`src/rtl/mem_access_seq_pkg.sv`:
```
// mem_access_seq_pkg: shared widths, access/state enums, request record and byte-lane helper.
package mem_seq_pkg;
    localparam int ADDR_W = 16;
    localparam int DATA_W = 8;
    localparam int WAIT_W = 3;
    typedef enum logic [1:0] {acc_FETCH, acc_READ, acc_WRITE, acc_RSVD} access_t;
    typedef enum logic [1:0] {IDLE, ACC_LO, ACC_HI, ERR} seq_state_t;
    typedef struct packed {
        access_t             kind;
        logic                wide;
        logic [ADDR_W-1:0]   addr;
        logic [2*DATA_W-1:0] wdata;
    } mem_req_t;
    function automatic logic [DATA_W-1:0] byte_lane(input logic [2*DATA_W-1:0] w, input logic hi);
        return hi ? w[2*DATA_W-1:DATA_W] : w[DATA_W-1:0];
    endfunction
endpackage

```
`src/rtl/mem_access_seq_if.sv`:
```
// mem_access_seq_if: request/response handshake and byte-wide memory bus of the sequencer.
interface mem_access_seq_if;
    import mem_seq_pkg::*;
    logic                req_valid, req_ready, req_wide, busy;
    access_t             req_kind, rsp_kind;
    logic [ADDR_W-1:0]   req_addr, mem_addr;
    logic [2*DATA_W-1:0] req_wdata, rsp_rdata;
    logic [WAIT_W-1:0]   wait_cfg;
    logic                rsp_valid, rsp_err, mem_re, mem_we;
    logic [DATA_W-1:0]   mem_wdata, mem_rdata;
    modport slave(
        input  req_valid, req_kind, req_wide, req_addr, req_wdata, wait_cfg, mem_rdata,
        output req_ready, rsp_valid, rsp_err, rsp_kind, rsp_rdata, mem_addr, mem_re, mem_we, mem_wdata, busy
    );
    modport master(
        output req_valid, req_kind, req_wide, req_addr, req_wdata, wait_cfg, mem_rdata,
        input  req_ready, rsp_valid, rsp_err, rsp_kind, rsp_rdata, mem_addr, mem_re, mem_we, mem_wdata, busy
    );
endinterface

```
`src/rtl/mem_access_seq_wait_timer.sv`:
```
// wait_timer: per-byte wait-state down-counter; done marks the final cycle of a byte phase.
module wait_timer
    import mem_seq_pkg::*;
(
    input  logic              clk,
    input  logic              rst,
    input  logic              load,
    input  logic [WAIT_W-1:0] count_in,
    output logic              done
);
    logic [WAIT_W-1:0] cnt_q, cnt_d;
    always_comb cnt_d = load ? count_in : (cnt_q != '0 ? cnt_q - 1'b1 : cnt_q);
    always_ff @(posedge clk)
        cnt_q <= rst ? '0 : cnt_d;
    assign done = cnt_q == '0;
endmodule

```
`src/rtl/mem_access_seq.sv`:
```
// mem_access_seq: multi-cycle memory access sequencer with wait states and two-byte splitting.
module mem_access_seq
    import mem_seq_pkg::*;
(
    input  logic clk,
    input  logic rst,
    mem_access_seq_if.slave bus
);
    seq_state_t          state_q;
    mem_req_t            req_q;
    logic [WAIT_W-1:0]   wait_q;
    logic [DATA_W-1:0]   lo_q;
    logic                rsp_valid_q, rsp_err_q, mem_re_q, mem_we_q;
    access_t             rsp_kind_q;
    logic [2*DATA_W-1:0] rsp_rdata_q;
    logic [ADDR_W-1:0]   mem_addr_q, addr_hi_d;
    logic [DATA_W-1:0]   mem_wdata_q;
    logic                accept, done, load, rd;
    assign accept    = bus.req_valid && state_q == IDLE;
    assign load      = accept || (state_q == ACC_LO && done && req_q.wide);
    assign addr_hi_d = req_q.addr + 1'b1;
    assign rd        = req_q.kind != acc_WRITE;
    wait_timer u_timer (
        .clk      (clk),
        .rst      (rst),
        .load     (load),
        .count_in (accept ? bus.wait_cfg : wait_q),
        .done     (done)
    );
    always_ff @(posedge clk) begin
        if (rst) begin
            state_q     <= IDLE;
            req_q       <= '0;
            wait_q      <= '0;
            lo_q        <= '0;
            rsp_valid_q <= 1'b0;
            rsp_err_q   <= 1'b0;
            rsp_kind_q  <= acc_FETCH;
            rsp_rdata_q <= '0;
            mem_addr_q  <= '0;
            mem_wdata_q <= '0;
            mem_re_q    <= 1'b0;
            mem_we_q    <= 1'b0;
        end else begin
            rsp_valid_q <= 1'b0;
            rsp_err_q   <= 1'b0;
            case (state_q)
                IDLE: if (bus.req_valid) begin
                    req_q  <= '{kind: bus.req_kind, wide: bus.req_wide, addr: bus.req_addr, wdata: bus.req_wdata};
                    wait_q <= bus.wait_cfg;
                    if (bus.req_kind == acc_RSVD) begin
                        state_q <= ERR;
                    end else begin
                        state_q     <= ACC_LO;
                        mem_addr_q  <= bus.req_addr;
                        mem_wdata_q <= byte_lane(bus.req_wdata, 1'b0);
                        mem_re_q    <= bus.req_kind != acc_WRITE;
                        mem_we_q    <= bus.req_kind == acc_WRITE;
                    end
                end
                ACC_LO: if (done) begin
                    lo_q <= bus.mem_rdata;
                    if (req_q.wide) begin
                        state_q     <= ACC_HI;
                        mem_addr_q  <= addr_hi_d;
                        mem_wdata_q <= byte_lane(req_q.wdata, 1'b1);
                    end else begin
                        state_q     <= IDLE;
                        mem_re_q    <= 1'b0;
                        mem_we_q    <= 1'b0;
                        rsp_valid_q <= 1'b1;
                        rsp_kind_q  <= req_q.kind;
                        rsp_rdata_q <= rd ? {{DATA_W{1'b0}}, bus.mem_rdata} : '0;
                    end
                end
                ACC_HI: if (done) begin
                    state_q     <= IDLE;
                    mem_re_q    <= 1'b0;
                    mem_we_q    <= 1'b0;
                    rsp_valid_q <= 1'b1;
                    rsp_kind_q  <= req_q.kind;
                    rsp_rdata_q <= rd ? {bus.mem_rdata, lo_q} : '0;
                end
                ERR: begin
                    state_q     <= IDLE;
                    rsp_valid_q <= 1'b1;
                    rsp_err_q   <= 1'b1;
                    rsp_kind_q  <= req_q.kind;
                    rsp_rdata_q <= '0;
                end
            endcase
        end
    end
    assign bus.req_ready = state_q == IDLE;
    assign bus.busy      = state_q != IDLE;
    assign bus.rsp_valid = rsp_valid_q;
    assign bus.rsp_err   = rsp_err_q;
    assign bus.rsp_kind  = rsp_kind_q;
    assign bus.rsp_rdata = rsp_rdata_q;
    assign bus.mem_addr  = mem_addr_q;
    assign bus.mem_re    = mem_re_q;
    assign bus.mem_we    = mem_we_q;
    assign bus.mem_wdata = mem_wdata_q;
endmodule

```
`src/flat_wrapper.sv`:
```
// flat-port wrapper written by rule: the top's interface ports become plain ports
module mem_access_seq_flat import mem_seq_pkg::*;
  (clk, rst, bus_req_valid, bus_req_kind, bus_req_wide, bus_req_addr, bus_req_wdata, bus_wait_cfg, bus_mem_rdata, bus_req_ready, bus_rsp_valid, bus_rsp_err, bus_rsp_kind, bus_rsp_rdata, bus_mem_addr, bus_mem_re, bus_mem_we, bus_mem_wdata, bus_busy);
  mem_access_seq_if bus_i ();
  input  logic clk;
  input  logic rst;
  input wire logic [$bits(bus_i.req_valid)-1:0] bus_req_valid;
  input wire logic [$bits(bus_i.req_kind)-1:0] bus_req_kind;
  input wire logic [$bits(bus_i.req_wide)-1:0] bus_req_wide;
  input wire logic [$bits(bus_i.req_addr)-1:0] bus_req_addr;
  input wire logic [$bits(bus_i.req_wdata)-1:0] bus_req_wdata;
  input wire logic [$bits(bus_i.wait_cfg)-1:0] bus_wait_cfg;
  input wire logic [$bits(bus_i.mem_rdata)-1:0] bus_mem_rdata;
  output wire logic [$bits(bus_i.req_ready)-1:0] bus_req_ready;
  output wire logic [$bits(bus_i.rsp_valid)-1:0] bus_rsp_valid;
  output wire logic [$bits(bus_i.rsp_err)-1:0] bus_rsp_err;
  output wire logic [$bits(bus_i.rsp_kind)-1:0] bus_rsp_kind;
  output wire logic [$bits(bus_i.rsp_rdata)-1:0] bus_rsp_rdata;
  output wire logic [$bits(bus_i.mem_addr)-1:0] bus_mem_addr;
  output wire logic [$bits(bus_i.mem_re)-1:0] bus_mem_re;
  output wire logic [$bits(bus_i.mem_we)-1:0] bus_mem_we;
  output wire logic [$bits(bus_i.mem_wdata)-1:0] bus_mem_wdata;
  output wire logic [$bits(bus_i.busy)-1:0] bus_busy;
  assign bus_i.req_valid = bus_req_valid;
  assign bus_i.req_kind = bus_req_kind;
  assign bus_i.req_wide = bus_req_wide;
  assign bus_i.req_addr = bus_req_addr;
  assign bus_i.req_wdata = bus_req_wdata;
  assign bus_i.wait_cfg = bus_wait_cfg;
  assign bus_i.mem_rdata = bus_mem_rdata;
  assign bus_req_ready = bus_i.req_ready;
  assign bus_rsp_valid = bus_i.rsp_valid;
  assign bus_rsp_err = bus_i.rsp_err;
  assign bus_rsp_kind = bus_i.rsp_kind;
  assign bus_rsp_rdata = bus_i.rsp_rdata;
  assign bus_mem_addr = bus_i.mem_addr;
  assign bus_mem_re = bus_i.mem_re;
  assign bus_mem_we = bus_i.mem_we;
  assign bus_mem_wdata = bus_i.mem_wdata;
  assign bus_busy = bus_i.busy;
  mem_access_seq u_core (.clk(clk), .rst(rst), .bus(bus_i));
endmodule
```
`config.mk`:
```
export PLATFORM = sky130hd
export DESIGN_NAME = mem_access_seq_flat
export DESIGN_NICKNAME = d
export VERILOG_FILES = /design/src/rtl/mem_access_seq_pkg.sv /design/src/rtl/mem_access_seq_if.sv /design/src/rtl/mem_access_seq_wait_timer.sv /design/src/rtl/mem_access_seq.sv /design/src/flat_wrapper.sv
export SDC_FILE = /design/constraint.sdc
export NUM_CORES = 1
export LEC_CHECK = 0
export CAP_MARGIN = 15
export CORE_ASPECT_RATIO = 0.8
export CORE_MARGIN = 8
export CORE_UTILIZATION = 50
export CTS_BUF_LIST = sky130_fd_sc_hd__clkbuf_4 sky130_fd_sc_hd__clkbuf_8
export DETAILED_ROUTE_END_ITERATION = 7
export GPL_TIMING_DRIVEN = 0
export HOLD_SLACK_MARGIN = 0.05
export PLACE_DENSITY = 0.8
export RECOVER_POWER = 50
export REMOVE_ABC_BUFFERS = 1
export SLEW_MARGIN = 10
export SYNTH_ARGS = -nofsm -noshare
export SYNTH_HDL_FRONTEND = slang
export SYNTH_SLANG_ARGS = --single-unit
```
`constraint.sdc`:
```
create_clock -name clk -period 2.9 [get_ports clk]
set_input_delay 0.58 -clock clk [delete_from_list [all_inputs] [get_ports clk]]
set_output_delay 0.58 -clock clk [all_outputs]
set_load 0.005 [all_outputs]
```
Clock network drawn from the DEF:
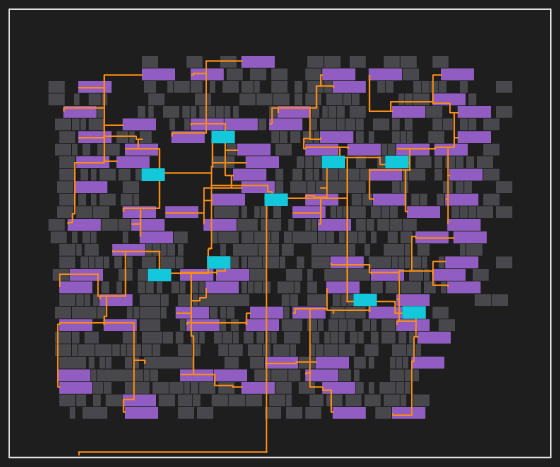
legend:
  clock wires:
    colour: orange
    length: 1020 um
  flip-flops:
    colour: purple
    count: 89
  cells driving clock nets:
    colour: cyan
    count: 9
routed clock nets: 10

Metal 1:
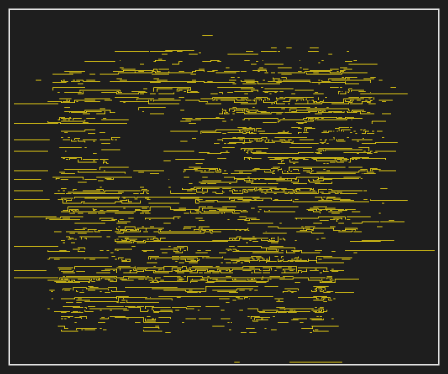
share of all routed wire: 41%
wire length on this layer: 4480 um
nets with wire on the layer: 556
longest straight run: 33.6 um
Detailed Route WL: 10.9 mm
met1 capacity usage during global routing: 0.229
count of vias placed by the detailed router: 3912

==> metrics.sh <==
CTS-ROOT-TO-SINK-BUFFERS=2
GRT_FIRST_PASS_WIRELENGTH_MM=17.9
LAYOUT_WORST_PATH_CYCLE_SHARE=0.912
POWER.SEQUENTIAL.FRACTION=0.356
ANTENNA_LEFT=0
TOTAL_POWER_mW=4.97
CAP_VIOLATIONS=0
ANTENNADIODECOUNT=0
YOSYS-STAT-CELLS=484
OPENROAD.WARNINGS=31
CORE_AREA_SQ_UM=7950
TIMING.FINAL.CRIT_PERIOD_NS=2.64
SETUP.WORST_PATH.START='u_core.u_timer.cnt_q[0]$_SDFFE_PP0P_'
CTS.SINK_COUNT=89
INSERTED_CLOCK_BUFFERS=9
POWER.SWITCHING_mW=1.84
CRITPATHKIND='register to register'
WORSTHOLDPATHCELLS=2
TOP_SIGNAL_LAYER_USED='met4'
FINAL-INSTANCE-COUNT-EXCL-FILL=672
SYNTH_AREA_SQ_UM=4090
SETUP.WORST_PATH.END_CLASS='register'
POST_SYNTH.CELL_AREA_AVG_SQ_UM=8.45
NETSWITCHINGFRACTION=0.370
SYNTHESIS.YOSYS.WARNINGS=0
TIMING.MAX_SLEW.REL_SLACK=0.0802
CTS_TREE='yes'
LEAK_PWR_nW=1.96
MIN-DELAY-PATH-CLASS='register to register'
DRIVE_ABOVE_1_SHARE=0.0638
POWER_PER_CELL_AREA_nW_PER_UM2=927
MET3_LENGTH_UM=868
CTS_ROOT_BUFFER='clkbuf_8'
CTS_SETUP_BUFFERS=0
OUTCOME='completed'
HPWLAFTERDP_MM=7.53
SYN-INSTANCE-COUNT=484
PORT_BUFFERS=96
TOP_LEVEL_PORTS=97
ITERATION_COUNT_OF_THE_INITIAL_DETAILED_ROUTING_PASS=5
EFFECTIVE_UTILIZATION_AT_FLOORPLAN=0.515
CLOCKPOWERSHARE=0.213
SETUP_VIOL_COUNT_FINAL=0
FP.DIEH_UM=96.9
DIE_AREA_SQ_UM=11400
PLACE.GP.CONGESTION=0.766
LAYOUT-AREA-OVERHEAD-VS-SYNTH_PCT=31.0
MIN_FROM='u_core.req_q[13]$_SDFFE_PP0P_'
GRT_SETUP_UNREPAIRED='false'
SYNTH.YOSYS.SEQ_AREA_SHARE=0.435
TIMING.HOLD.WS_NS=0.456
MAX_CLOCK_FREQ_MHz=378
SYNTH-EDFF-COUNT=0
MET2_WIRE_LEN_MM=5.43
DRT_DRC_VIOLATIONS_LEFT=0
HOLD_PATH_END='u_core.req_q[13]$_SDFFE_PP0P_'
FINALHOLDVIOLCOUNT=0
GRT-OVFL-TOTAL=0
YOSYS_AREA_SQ_UM=4090
ROWS=29
WORST-ENDPOINT-REQUIRED_NS=3.15
ROUTEDWLPERCELL_UM=16.2
CTSHTREEMAXLEVEL=3
MOSTFREQUENTLAYOUTCELL='dfxtp_1'
INSERTION_DELAY_NS=0.35
GRT_ANTENNA_BEFORE_REPAIR=0
AVGVIACOUNTPERCELL=5.82
COMB_POWER_SHARE=0.431
FINCLKSKEW_NS=0.00907
POSTSYNTH.TOPFLOPCELL='dfxtp_1'
REGTOREGENDPOINT='u_core.bus.mem_addr[14]$_SDFFE_PP0P_'
FINISH.UTILIZATION=0.675
WORST_SETUP_PATH_ENDPOINT='u_core.bus.mem_addr[14]$_SDFFE_PP0P_'
FINAL_SUM_OF_NEGATIVE_SETUP_SLACK_NS=0
DRT_FIRST_ITER_VIOLATIONS=319
YOSYSUNIQUECELLTYPES=46
TIGHTESTPINTRANSITION_NS=1.38
REG2REG_SLACK_NS=0.26
MOSTFREQUENTLAYOUTCELLS='dfxtp_1 (89), nand2_1 (79), a21oi_1 (61)'
MET1WIRELENGTH_MM=4.48
CTS.REPORTEDPATHS.CLKPINSLEW_NS=0.09
TIMING.FINAL.MAX_SLEW_VIOLATIONS=0
PEAKVDDDROP_uV=426
DIE_X_UM=117
WORST_EP_ARRIVAL_TIME_NS=2.90
GRT_MAX_DEGREE=61
DESIGN.FINAL.NETS=617
SYNTH-ASYNC-RESET-RATIO=0
PLACED_CELLS=656
VIA_COUNT_OF_THE_FIRST_GLOBAL_ROUTING_PASS=3729
R2R-START='u_core.u_timer.cnt_q[0]$_SDFFE_PP0P_'
SYNTH.FF_LATCH_COUNT=89
RR_WORST_DEPTH=6
START_KIND='register'
P_INT_mW=3.13
CP_MAX_FO=28
Routing congestion map:
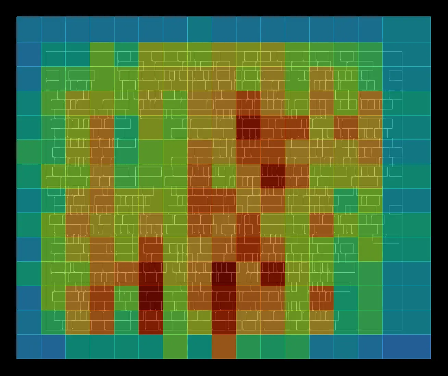
GRT busiest layer: met2
all-layer global routing usage: 0.193

## metrics by stage
stage               setup slack (ns)  instance area, sq um
finish                         0.256                  5360
global route                  0.0214                  5360
CTS                          0.00919                  5360
detailed placement            -0.364                  5090
global placement               -1.94                  5040
floorplan                      0.260                  3940
## layout make-up
type	instances	area [sq um]
Fill cell	652	2590
Multi-Input combinational cell	348	2130
Sequential cell	89	1780
Timing Repair Buffer	98	1010
Clock buffer	12	159
Tap cell	108	135
Clock inverter	4	98.8
Inverter	13	48.8
## cells by family (layout without fill, tap and decap cells)
| group | Yosys count | count (layout) | synth area share |
|---|---|---|---|
| compound gates | 127 | 127 | 0.209 |
| xor+xnor | 11 | 11 | 0.0235 |
| fa+ha+maj | 9 | 9 | 0.0275 |
| buf+inv | 47 | 127 | 0.0480 |
| flops | 89 | 89 | 0.435 |
| mux | 16 | 16 | 0.0394 |
| simple gates | 185 | 185 | 0.217 |
## sequential cells by signal (all words and copies together), names as in the netlist, 2 cells and up
| register | flops |
|---|---|
| u_core.bus.rsp_rdata | 16 |
| u_core.bus.mem_wdata | 8 |
| u_core.req_q | 27 |
| u_core.state_q | 2 |
| u_core.u_timer.cnt_q | 3 |
| u_core.lo_q | 8 |
| u_core.wait_q | 3 |
| u_core.bus.rsp_kind | 2 |
| u_core.bus.mem_addr | 16 |
## metal layers
layer	vias up	global-route usage
met4	0	0.0707
met1	1855	0.229
met2	164	0.324
li1	1883	-
met5	-	0
met3	10	0.0491
## power groups by stage
stage,logic (mW),registers (mW),clock network (mW)
after floorplan,1.27,1.78,0
after global placement,2.13,1.78,0
after detailed placement,2.21,1.79,0
after CTS,2.23,1.77,1.08
after global routing,2.36,1.81,1.12
final,2.14,1.77,1.06
## critical path, stage by stage (launching register included)
cell and delay, ns:
dfxtp_1 0.33, inv_1 0.09, ha_1 0.21, nor2b_2 0.74
o2111a_2 0.65, o21ai_0 0.23, a221oi_2 0.30
## cells in the mapped netlist, types with 6 or more instances
| master | number | area, sq um |
|---|---|---|
| a211oi_1 | 15 | 113 |
| a21oi_1 | 61 | 305 |
| a222oi_1 | 8 | 80.1 |
| buf_1 | 6 | 22.5 |
| buf_2 | 9 | 45.0 |
| clkbuf_1 | 16 | 60.1 |
| dfxtp_1 | 89 | 1780 |
| ha_1 | 9 | 113 |
| inv_1 | 12 | 45.0 |
| mux2i_1 | 15 | 150 |
| nand2_1 | 79 | 297 |
| nand2b_1 | 6 | 37.5 |
| nand3_1 | 27 | 135 |
| nand4_1 | 11 | 68.8 |
| nor2_1 | 23 | 86.3 |
| nor3_1 | 20 | 100 |
| o21ai_0 | 14 | 70.1 |
| xnor2_1 | 9 | 78.8 |
## repair_timing
item | in CTS | in global routing
hold buffers | 0 | 0
gates cloned | 0 | 0
gates resized | 2 | 2
endpoints found under the setup margin | 20 | 23
Power figures rest on the tool's default switching activity, not on a simulated workload.
